### M3 wires, run 1

Bar = 20 um.
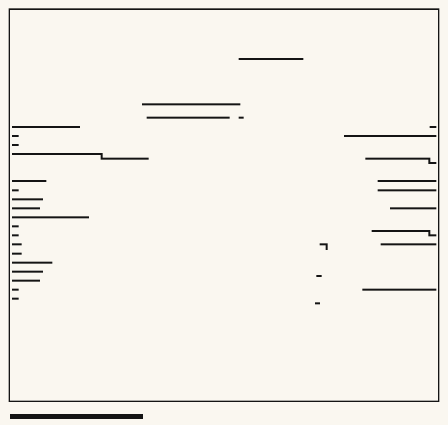
### Ports around the boundary, run 1

Bar = 20 um. Pins as bars across the die edge, other pins in grey.
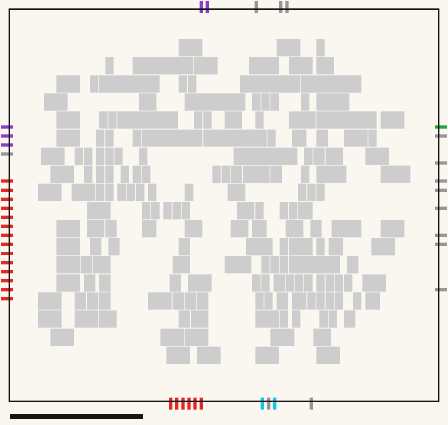
### Metal layers overlaid, run 1

Bar = 20 um.
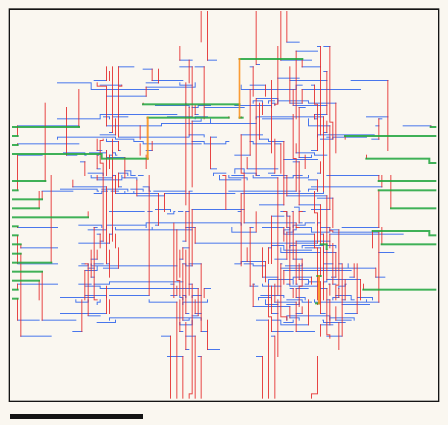
### Placement view, run 1

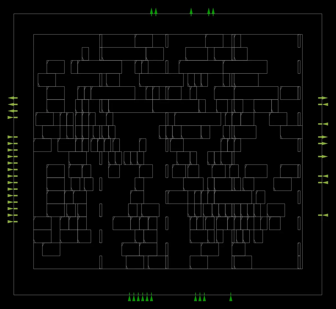
===== config.mk =====
export PLATFORM = sky130hd
export DESIGN_NAME = mux_arb_reg_flat
export DESIGN_NICKNAME = d
export VERILOG_FILES = /design/src/rtl/mux_arb_reg_if.sv /design/src/rtl/mux_arb_reg.sv /design/src/flat_wrapper.sv
export SDC_FILE = /design/constraint.sdc
export NUM_CORES = 1
export LEC_CHECK = 0
export ABC_AREA = 1
export ABC_CLOCK_PERIOD_IN_PS = 5250
export CAP_MARGIN = 20
export CORE_ASPECT_RATIO = 0.9
export CORE_MARGIN = 4
export CORE_UTILIZATION = 30
export DETAILED_ROUTE_END_ITERATION = 8
export REMOVE_ABC_BUFFERS = 1
export SYNTH_ARGS = -nofsm -noshare
export SYNTH_HDL_FRONTEND = slang
export SYNTH_SLANG_ARGS = --single-unit
export TNS_END_PERCENT = 10

===== constraint.sdc =====
create_clock -name clk -period 5.25 [get_ports clk]
set_input_delay 1.575 -clock clk [delete_from_list [all_inputs] [get_ports clk]]
set_output_delay 1.575 -clock clk [all_outputs]
set_load 0.02 [all_outputs]

===== src/rtl/mux_arb_reg_if.sv =====
// Handshake bundle for mux_arb_reg: N input ports with valid/ready plus one registered output.
// The slave modport is the selector's view; master is the view of whoever drives it.
interface mux_arb_reg_if #(
  parameter int unsigned WIDTH     = 5,
  parameter int unsigned NUM_PORTS = 4
);
  localparam int unsigned SEL_W = $clog2(NUM_PORTS);

  logic [NUM_PORTS*WIDTH-1:0] in_data;
  logic [NUM_PORTS-1:0]       in_valid;
  logic [NUM_PORTS-1:0]       in_ready;
  logic                       mode;
  logic [SEL_W-1:0]           sel;
  logic [WIDTH-1:0]           out_data;
  logic [SEL_W-1:0]           out_port;
  logic                       out_valid;
  logic                       out_ready;

  modport master (
    output in_data, in_valid, mode, sel, out_ready,
    input  in_ready, out_data, out_port, out_valid
  );

  modport slave (
    input  in_data, in_valid, mode, sel, out_ready,
    output in_ready, out_data, out_port, out_valid
  );
endinterface


===== src/rtl/mux_arb_reg.sv =====
// N-input, W-bit selector (fixed select or round-robin) feeding a one-entry output register
// with valid/ready handshake; the register holds its contents under back-pressure.
module mux_arb_reg #(
  parameter int unsigned WIDTH     = 5,
  parameter int unsigned NUM_PORTS = 4
) (
  input logic              clk,
  input logic              rst_n,
  mux_arb_reg_if.slave     bus
);
  localparam int unsigned SEL_W = $clog2(NUM_PORTS);
  localparam logic [SEL_W-1:0] LastPort = SEL_W'(NUM_PORTS - 1);

  logic [WIDTH-1:0] out_data_q;
  logic [SEL_W-1:0] out_port_q;
  logic             out_valid_q;
  logic [SEL_W-1:0] last_grant_q;

  logic             load_en;
  logic             fix_ok;
  logic             rr_ok;
  logic [SEL_W-1:0] rr_grant;
  logic             gnt_ok;
  logic [SEL_W-1:0] grant;
  logic [WIDTH-1:0] grant_data;

  assign load_en = !out_valid_q || bus.out_ready;

  // Out-of-range sel never matches any port, so it yields no grant rather than an X select.
  always_comb begin
    fix_ok = 1'b0;
    for (int i = 0; i < int'(NUM_PORTS); i++) begin
      if (bus.sel == SEL_W'(i)) begin
        fix_ok = bus.in_valid[i];
      end
    end
  end

  // Two passes: ports above last_grant first, then wrap around to the rest.
  always_comb begin
    rr_ok    = 1'b0;
    rr_grant = '0;
    for (int i = 0; i < int'(NUM_PORTS); i++) begin
      if (!rr_ok && bus.in_valid[i] && (SEL_W'(i) > last_grant_q)) begin
        rr_ok    = 1'b1;
        rr_grant = SEL_W'(i);
      end
    end
    for (int i = 0; i < int'(NUM_PORTS); i++) begin
      if (!rr_ok && bus.in_valid[i] && (SEL_W'(i) <= last_grant_q)) begin
        rr_ok    = 1'b1;
        rr_grant = SEL_W'(i);
      end
    end
  end

  always_comb begin
    if (bus.mode) begin
      grant  = rr_grant;
      gnt_ok = rr_ok;
    end else begin
      grant  = bus.sel;
      gnt_ok = fix_ok;
    end
  end

  always_comb begin
    grant_data = '0;
    bus.in_ready = '0;
    for (int i = 0; i < int'(NUM_PORTS); i++) begin
      if (grant == SEL_W'(i)) begin
        grant_data      = bus.in_data[i*WIDTH +: WIDTH];
        bus.in_ready[i] = load_en && gnt_ok;
      end
    end
  end

  always_ff @(posedge clk or negedge rst_n) begin
    if (!rst_n) begin
      out_data_q   <= '0;
      out_port_q   <= '0;
      out_valid_q  <= 1'b0;
      last_grant_q <= LastPort;
    end else if (load_en) begin
      if (gnt_ok) begin
        out_data_q  <= grant_data;
        out_port_q  <= grant;
        out_valid_q <= 1'b1;
        // Fixed-select transfers must not disturb the round-robin pointer.
        if (bus.mode) begin
          last_grant_q <= grant;
        end
      end else begin
        out_valid_q <= 1'b0;
      end
    end
  end

  assign bus.out_data  = out_data_q;
  assign bus.out_port  = out_port_q;
  assign bus.out_valid = out_valid_q;

  a_ready_onehot0: assert property (@(posedge clk) disable iff (!rst_n)
    $onehot0(bus.in_ready));

  a_hold_stable: assert property (@(posedge clk) disable iff (!rst_n)
    (bus.out_valid && !bus.out_ready) |=>
      (bus.out_valid && $stable(bus.out_data) && $stable(bus.out_port)));

endmodule

===== src/flat_wrapper.sv =====
// flat-port wrapper written by rule: the top's interface ports become plain ports
module mux_arb_reg_flat 
#(
  parameter int unsigned WIDTH     = 5,
  parameter int unsigned NUM_PORTS = 4
)
  (clk, rst_n, bus_in_data, bus_in_valid, bus_mode, bus_sel, bus_out_ready, bus_in_ready, bus_out_data, bus_out_port, bus_out_valid);
  mux_arb_reg_if #(.WIDTH(WIDTH), .NUM_PORTS(NUM_PORTS)) bus_i ();
  input logic clk;
  input logic rst_n;
  input wire logic [$bits(bus_i.in_data)-1:0] bus_in_data;
  input wire logic [$bits(bus_i.in_valid)-1:0] bus_in_valid;
  input wire logic [$bits(bus_i.mode)-1:0] bus_mode;
  input wire logic [$bits(bus_i.sel)-1:0] bus_sel;
  input wire logic [$bits(bus_i.out_ready)-1:0] bus_out_ready;
  output wire logic [$bits(bus_i.in_ready)-1:0] bus_in_ready;
  output wire logic [$bits(bus_i.out_data)-1:0] bus_out_data;
  output wire logic [$bits(bus_i.out_port)-1:0] bus_out_port;
  output wire logic [$bits(bus_i.out_valid)-1:0] bus_out_valid;
  assign bus_i.in_data = bus_in_data;
  assign bus_i.in_valid = bus_in_valid;
  assign bus_i.mode = bus_mode;
  assign bus_i.sel = bus_sel;
  assign bus_i.out_ready = bus_out_ready;
  assign bus_in_ready = bus_i.in_ready;
  assign bus_out_data = bus_i.out_data;
  assign bus_out_port = bus_i.out_port;
  assign bus_out_valid = bus_i.out_valid;
  mux_arb_reg #(.WIDTH(WIDTH), .NUM_PORTS(NUM_PORTS)) u_core (.clk(clk), .rst_n(rst_n), .bus(bus_i));
endmodule

==> results_dict.tcl, run 1 <==
# metrics dict for downstream scripts
set metrics [dict create \
    status "finished clean" \
    yosys.area_share.simple 0.4876 \
    r2r_setup_slack_ns 3.33 \
    ff_latch_area_um2 252.7 \
    wl_met2_mm 1.138 \
    vias 997 \
    met1_usage 0.1575 \
    io_pins 42 \
    place_congestion 0.8660 \
    insertion_delay_ns 0.27 \
    dominant_cells "combinational gates" \
    ys_types 23 \
    critPathRequiredTime_ns 3.68 \
    track_usage 0.1395 \
    synth_chip_area_um2 857.1 \
    cts_setup_buffers 0 \
    ant_nets 0 \
    syn_inst 134 \
    layout.nonclk_buf_frac 0.3312 \
    cts_tree "built" \
    clk_pin_slew_ns 0.07 \
    syn_area_um2 857.1 \
    rows 18 \
    avgSynthCellArea_um2 6.396 \
    crit_type "primary input to output pin" \
    grt_util_met3 0.05916 \
    startpoint "bus_in_valid[1]" \
    tool_warnings 25 \
    tns_ns 0 \
    seq_share 0.1828 \
    vias_per_cell 4.491 \
    drtIter0Drc 26 \
    fin_hold_ws_ns 0.4807 \
    drc_errors 0 \
    wl_per_cell_um 10.94 \
    cp-end-kind "output pin" \
    dp_slack_ns 0.02390 \
    wirelength_met1_mm 1.078 \
    cp_max_fo 5 \
    nClkBuffers 4 \
    seq_area_frac_synth 0.2949 \
    dp_hpwl_mm 1.994 \
    synth.largest_area_cell "dfrtp_1" \
    routed_wl_mm 2.428 \
    dr.pass1.iters 4 \
    grt_pass1_vias 1036 \
    wl_met3_um 192 \
    inverters 22 \
    grt_setup_unrepaired "false" \
    cts_buffer_depth 2 \
    report.final.slew_viol_count 0 \
    cts_max_level 1 \
    fp-utilization 0.3119 \
    synthTopCellsByArea "dfrtp_1, nand2_1, nand3_1" \
    ys_sh_xor 0 \
    synth_top_area_share 0.2336 \
    layout_setup_ws_ns 0.3986 \
    root_buffer "clkbuf_4" \
    antenna_found_initial 0 \
    comb_area_um2 500.5 \
    crit_path_end "bus_in_ready[3]" \
    cp_data_arrival_time_ns 3.28 \
    clkCellAreaFrac 0.02624 \
    die_w_um 64.34 \
    period_used_share 0.9241 \
    tightest_slew_ns 0.4426 \
    nWellTaps 40 \
    maxCapViolCount 0 \
    powerDensity_nw_per_um2 277.9 \
    relSlewSlack 0.7040 \
    final_common_cell "nand2_1" \
    fin_area_um2 1383 \
    grt_max_degree 17 \
    crit-reg2reg-launch "u_core.last_grant_q[1]" \
    chipArea_um2 3777 \
    area_delta_synth_final_pct 61.31 \
    grt_overflow 0 \
    grt_pass1_wl_mm 4.146 \
    critPathLaunchType "primary input" \
    aoi_share 0.09635 \
    mostFrequentLayoutCells "nand2_1, clkdlybuf4s50_1, inv_1, nand3_1, nor2_1" \
    hold_path.class "flop to flop" \
    final.min_clock_period_ns 4.851 \
    place_inst 218 \
    drive_gt1_frac 0.1319 \
    fa_ha_area_frac 0 \
    yosys_warnings 0 \
    die_h_um 58.71 \
    ys.flops 10 \
    core_area_um2 2748 \
    grt_most_used_layer "met2" \
    nNetsFinal 213 \
    skew_ns 0.004172 \
    r2r-end "u_core.bus.out_data[2]" \
    sh_comb_area 0.3620 \
    comb_cells 100 \
    final-hold-violation-count 0 \
    worst-r2r-cell-count 14 \
    cts_hold_buf 0 \
    finalSetupViolCount 0 \
    ir_drop_mv 0.1802 \
    ys_cells 134 \
    cts_buffers 3 \
    numClockSinks 10 \
    ys_sh_mux 0 \
    dpl_cell_area_um2 1336 \
    antenna_cells 0 \
    max_freq_mhz 206.1 \
    grtUsageMet2 0.2471 \
    yosys-dominant-comb-family "simple AND/OR/NAND/NOR gates" \
    n_all_buffers 46 \
    finalPower_mw 0.3843 \
    routed.top_layer "met4" \
    p_leak_nw 0.7356 \
    io_buffers 41 \
]
Back to the opening pictures, 'M3 wires':
30 nets have wire on it. The longest straight run is 14.5 um. The layer holds 7.9% of the routed length.

Back to the opening pictures, 'Ports around the boundary':
bus_out_valid: marked green, pins 1, direction output, edge right. bus_in_data: marked red, pins 20, direction input, edge 14 left, 6 bottom. bus_out_data: marked purple, pins 5, direction output, edge 3 left, 2 top. bus_sel: marked cyan, pins 2, direction input, edge bottom.
All pins by edge: 18 left, 10 bottom, 9 right, 5 top.

Back to the opening pictures, 'Metal layers overlaid':
met1: marked blue, wire length 1080 um. met4: marked orange, wire length 19.0 um. met2: marked red, wire length 1140 um. met3: marked green, wire length 193 um.

Back to the opening pictures, 'Placement view':
Layout fillers: 290
flip-flops: 10
fin cells: 222
Final Util: 0.5032

-- run 1: cell usage after synthesis (all sizes together) --
cell type   n
nand2      46
nor3        2
nor2       19
buf         2
inv        22
o21a        1
nand3      19
dfstp       2
o22ai       1
o21ai       3
a21oi       1
dfrtp       8
nand3b      1
o21bai      6
nand4       1
-- run 1: worst max-delay path, stage by stage --
cell and delay (ns):
clkdlybuf4s50_1 0.49, inv_1 0.13, nand4_4 0.12, nor2_1 0.11, nor2_1 0.06, nand3b_1 0.10, nand2_2 0.08, nor2_4 0.15
nand2_1 0.10, nor2_1 0.11, dlymetal6s2s_1 0.24
-- run 1: registers in the layout, indices dropped and copies added (netlist names) --
name and cells:
u_core.last_grant_q 2, u_core.bus.out_data 5, u_core.bus.out_port 2, u_core.bus.out_valid 1
-- run 1: cells by family (layout without fill, tap and decap cells) --
family          count (synthesis)  after routing
buf+inv                        24             72
compound gates                 12             12
flops                          10             10
simple gates                   88             88
-- run 1: how the worst min path moves through the flow --
stage,start,to,slack (ns),cells past startpoint
floorplan,u_core.last_grant_q[0],u_core.last_grant_q[0],0.47,2
global placement,u_core.bus.out_port[0],u_core.bus.out_port[0],0.46,2
detailed placement,u_core.bus.out_port[0],u_core.bus.out_port[0],0.47,2
CTS,u_core.bus.out_port[0],u_core.bus.out_port[0],0.48,2
global route,u_core.bus.out_port[0],u_core.bus.out_port[0],0.50,2
finish,u_core.bus.out_port[0],u_core.bus.out_port[0],0.48,2
-- run 1: power by group --
part / internal, mW / leakage [nW] / switching (mW) / total [mW]
logic: 0.0929 / 0.598 / 0.106 / 0.199
registers: 0.101 / 0.117 / 0.0149 / 0.116
clock network: 0.0421 / 0.0210 / 0.0274 / 0.0695
-- run 1: repair_timing --
item	4_1_cts	5_1_grt
resized	0	4
endpoints found under the hold margin	0	0
setup endpoints to repair	0	4
### Drive-strength map, run 1

Bar = 20 um.
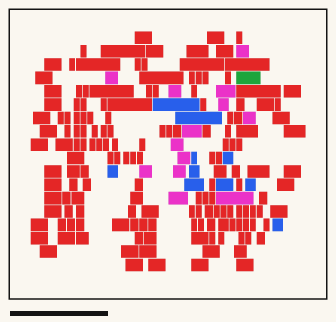

==> run 2, diff against run 1 <==
- REMOVE_ABC_BUFFERS: 1 -> unset
### Drive-strength map, run 2

Bar = 20 um.
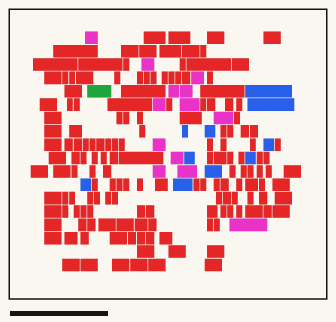
drive 2: marked blue, cells 10. drive 1 or less: marked red, cells 158. drive 6 and up: marked green, cells 1. drive 3 to 4: marked magenta, cells 13.
Area Growth Syn to Fin: 61.31%
nonclk buf count: 46
PnR worst setup slack: 0.4239 ns

==> results_dict.tcl, run 2 <==
# metrics dict for downstream scripts
set metrics [dict create \
    fin_area_um2 1383 \
    critPathBufInv 4 \
    maxPowerGroup "combinational cells" \
    fin_hold_ws_ns 0.4783 \
    cp_data_arrival_time_ns 3.25 \
    grt_overflow 0 \
    cp_slowest_cell "clkdlybuf4s50_1" \
    track_usage 0.1376 \
    chipArea_um2 3777 \
    powerDensity_nw_per_um2 277.6 \
    grtUsageMet2 0.2309 \
    crit_family "buffers and inverters" \
    synthTopCellsByCount "nand2_1, inv_1, nand3_1" \
    syn_area_um2 857.1 \
    cp-end-kind "output pin" \
    crit_type "primary input to output pin" \
    p_switching_mw 0.1481 \
    dp_slack_ns 0.05694 \
    dr.pass1.iters 2 \
    p_clk_mw 0.0696 \
    dp_hpwl_mm 2.001 \
    synth_top_area_share 0.2336 \
    n_fill_cell 289 \
    synthTopCellsByArea "dfrtp_1, nand2_1, nand3_1" \
    wl_met3_um 139 \
    comb_power_mw 0.199 \
    grt_most_used_layer "met2" \
    worstPathCellList "clkdlybuf4s50_1 -> inv_1 -> nand4_4 -> nor2_1 -> nor2_1 -> nand3b_1 -> nand2_2 -> nor2_4 -> inv_4 -> nor3_1 -> dlymetal6s2s_1" \
    cts_buffer_depth 2 \
    routed.top_layer "met3" \
    p_seq_frac 0.299 \
    wl_met2_mm 1.205 \
    p_leak_nw 0.7356 \
    final-hold-violation-count 0 \
    io_pins 42 \
    nNetsFinal 213 \
    clkPwrFrac 0.181 \
    p_sw_frac 0.3858 \
    skew_ns 0.001575 \
    hold_path.class "flop to flop" \
    cts_setup_buffers 0 \
    drc_errors 0 \
    mostFrequentLayoutCells "nand2_1, clkdlybuf4s50_1, inv_1, nand3_1, nor2_1" \
    grt_setup_unrepaired "false" \
    largest_reg_flops 5 \
    grt_pass1_vias 976 \
    routed_wl_mm 2.440 \
    place_congestion 0.8100 \
    seq_area_frac_synth 0.2949 \
    wirelength_met1_mm 1.095 \
    drtIter0Drc 51 \
    yosys_warnings 0 \
    ff_latch_area_um2 252.7 \
    io_buffers 41 \
    max_freq_mhz 207.2 \
    crit_top_cell "nor2_1" \
    synth_chip_area_um2 857.1 \
    final.min_clock_period_ns 4.826 \
    die_w_um 64.34 \
    vias 962 \
    antenna_cells 0 \
    cp_slowest_stage_delay_ns 0.48 \
    synth.largest_area_cell "dfrtp_1" \
    critPathLaunchType "primary input" \
    ys_cells 134 \
    ys_types 23 \
    cts_tree "built" \
    core_area_um2 2748 \
    tightest_slew_ns 0.4557 \
    cts_max_level 1 \
    syn_inst 134 \
    seq_power_mw 0.115 \
    rows 18 \
    edf_count 0 \
    comb_area_um2 500.5 \
    clk_pin_slew_ns 0.07 \
    grt_util_met3 0.05153 \
    tool_warnings 26 \
    insertion_delay_ns 0.26 \
    ant_nets 0 \
    fp-utilization 0.3119 \
    root_buffer "clkbuf_4" \
    ir_drop_mv 0.2209 \
    top_cell "nand2_1" \
    tns_ns 0 \
    vias_per_cell 4.333 \
    report.final.slew_viol_count 0 \
    p_comb_frac 0.520 \
    flop_cell "dfrtp_1" \
    ys.flops 10 \
    status "finished clean" \
    die_h_um 58.71 \
    p_int_mw 0.2358 \
    final_common_cell "nand2_1" \
    cts_buffers 3 \
    maxCapViolCount 0 \
    cp_max_fo 5 \
]
[run 2: cell counts in the layout (fill, tap and decap cells not counted)]
Identical to the previous run, type by type.
[run 2: kinds of logic (layout without fill, tap and decap cells)]
family | Yosys count | in the layout | synth area share
AND-OR/OR-AND | 12 | 12 | 0.09635
buffers and inverters | 24 | 72 | 0.1212
AND/OR/NAND/NOR | 88 | 88 | 0.4876
flip-flops | 10 | 10 | 0.2949
[run 2: final timing paths]
| kind | from | end | slack, ns | cells after the start |
|---|---|---|---|---|
| hold reg to reg | u_core.bus.out_data[2] | u_core.bus.out_data[2] | 0.48 | 2 |
| max in group asynchronous | rst_n | u_core.last_grant_q[1] | 3.29 | 1 |
| min in group asynchronous | rst_n | u_core.bus.out_port[1] | 1.62 | 1 |
| setup / recovery | bus_in_valid[1] | bus_in_ready[0] | 0.42 | 11 |
| setup reg to reg | u_core.last_grant_q[1] | u_core.bus.out_data[4] | 3.32 | 14 |
| hold / removal | u_core.bus.out_data[2] | u_core.bus.out_data[2] | 0.48 | 2 |
[run 2: stage by stage]
stage / total power, mW / util / instances
finish: 0.3839 / 0.5032 / 222
global route: 0.4170 / 0.5032 / 222
CTS: 0.3884 / 0.4995 / 222
detailed placement: 0.3171 / 0.4863 / 218
global placement: 0.3154 / 0.4863 / 218
floorplan: 0.2282 / - / 134
[run 2: cell type report]
type / count / area share
Clock buffer: 4 / 0.02624
Inverter: 22 / 0.06154
Multi-Input combinational cell: 100 / 0.3620
Sequential cell: 10 / 0.1828
Tap cell: 40 / 0.03620
Timing Repair Buffer: 46 / 0.3312
[run 2: what timing repair did]
action,CTS,global route
resized,0,4
hold endpoints to repair,0,0
endpoints found under the setup margin,0,4
hold buffers,0,0
### M3 wires, run 2

Bar = 20 um.
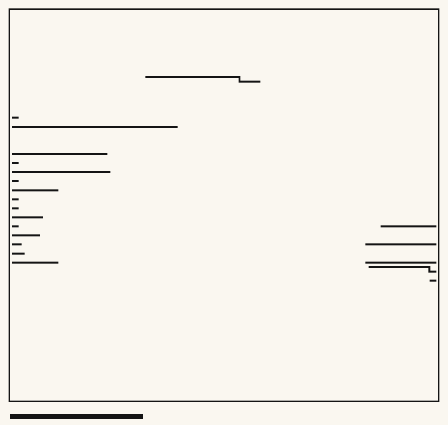

==> run 3, diff against run 2 <==
- CORE_MARGIN: 4 -> unset
- GPL_ROUTABILITY_DRIVEN: unset -> 0
### M3 wires, run 3

Bar = 20 um.
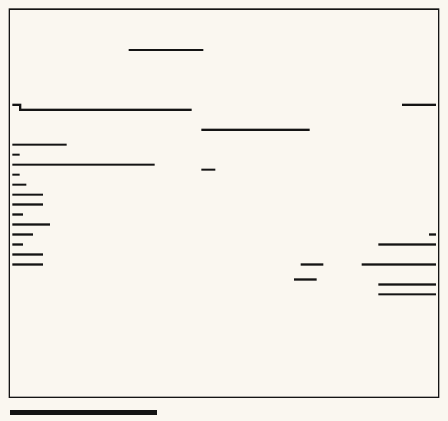
met3 usage: 0.05432
DR vias: 967
drt total wl: 2.243 mm

==> results_dict.tcl, run 3 <==
# metrics dict for downstream scripts
set metrics [dict create \
    maxCapViolCount 0 \
    edf_count 0 \
    crit-reg2reg-launch "u_core.last_grant_q[1]" \
    grt_most_used_layer "met2" \
    tightest_slew_ns 0.4382 \
    worstPathCellList "clkdlybuf4s50_1 -> inv_1 -> nor2_1 -> o21a_1 -> nand3_1 -> nor2_1 -> nor2_4 -> nor3_1 -> dlymetal6s2s_1" \
    synthTopCellsByArea "dfrtp_1, nand2_1, nand3_1" \
    yosys-dominant-comb-family "simple AND/OR/NAND/NOR gates" \
    min_delay_worst_endpoint "u_core.bus.out_port[1]" \
    top_cell "nand2_1" \
    ir_drop_mv 0.1946 \
    rows 18 \
    vias_per_cell 4.356 \
    cp_max_fo 4 \
    fin_area_um2 1383 \
    cts_buffer_depth 2 \
    syn_inst 134 \
    root_buffer "clkbuf_4" \
    fa_ha_area_frac 0 \
    startpoint "bus_in_valid[2]" \
    report.final.slew_viol_count 0 \
    cts_buffers 3 \
    track_usage 0.1627 \
    crit_type "primary input to output pin" \
    wl_met2_mm 1.058 \
    critPathLaunchType "primary input" \
    synth_top_area_share 0.2336 \
    ant_nets 0 \
    grt_setup_unrepaired "false" \
    aoi_share 0.09635 \
    ys_sh_mux 0 \
    worst-path-stages 9 \
    hold_path.class "flop to flop" \
    cp_slowest_cell "clkdlybuf4s50_1" \
    dr.pass1.iters 4 \
    chipArea_um2 3075 \
    io_pins 42 \
    final_common_cell "nand2_1" \
    cp-end-kind "output pin" \
    yosys_warnings 0 \
    ys_cells 134 \
    antenna_cells 0 \
    area_delta_synth_final_pct 61.31 \
    insertion_delay_ns 0.27 \
    drc_errors 0 \
    r2r-end "u_core.bus.out_data[1]" \
    core_area_um2 2725 \
    fp-utilization 0.3145 \
    cp_data_arrival_time_ns 3.21 \
    status "finished clean" \
    cts_tree "built" \
    skew_ns 0.0009536 \
    die_h_um 52.71 \
    ys_types 23 \
    crit_path_end "bus_in_ready[0]" \
    drtIter0Drc 24 \
    clk_pin_slew_ns 0.07 \
    yosys.area_share.simple 0.4876 \
    synthTopCellsByCount "nand2_1, inv_1, nand3_1" \
    cts_max_level 1 \
]
==> run 3: cell counts in the layout (fill, tap and decap cells not counted) <==
No cell type changed its count.
==> run 3: final cells by class <==
| class | instances | area [um^2] |
|---|---|---|
| well taps | 40 | 50.05 |
| multi-input cells | 100 | 500.5 |
| clock buffers | 4 | 36.28 |
| fillers | 266 | 1343 |
| flip-flops and latches | 10 | 252.7 |
| inverters | 22 | 85.08 |
| repair buffers | 46 | 457.9 |
==> run 3: timing repair <==
action	in CTS	in global routing
setup endpoints to repair	0	4
buffers inserted	0	0
hold buffers	0	0
resized	0	4
==> run 3: logic make-up (layout without fill, tap and decap cells) <==
kind of cell           count (synthesis)  count (layout)
AOI/OAI and AO/OA                     12              12
DFF                                   10              10
and+or+nand+nor                       88              88
buffers and inverters                 24              72
==> run 3: power breakdown <==
group	total [mW]	switching [mW]	leakage, nW	internal [mW]
registers	0.115	0.0145	0.117	0.101
clock network	0.0721	0.0299	0.0210	0.0422
logic	0.197	0.104	0.598	0.0928
total	0.385	0.149	0.736	0.236
==> run 3: per-stage QoR <==
stage | instances | hold slack (ns) | setup slack (ns) | power, mW
global route | 222 | 0.5190 | 0.2655 | 0.4151
floorplan | 134 | 0.4675 | 0.8776 | 0.2282
detailed placement | 218 | 0.4682 | 0.06339 | 0.3159
CTS | 222 | 0.4839 | 0.04796 | 0.3892
global placement | 218 | 0.4577 | 0.06653 | 0.3144
finish | 222 | 0.4800 | 0.4655 | 0.3847
==> run 3: tightest hold or removal path, delay by kind of cell, from the launching register on <==
family	cells	cell delay [ns]
DFF	1	0.35
and+or+nand+nor	2	0.10
Power figures rest on the tool's default switching activity, not on a simulated workload.
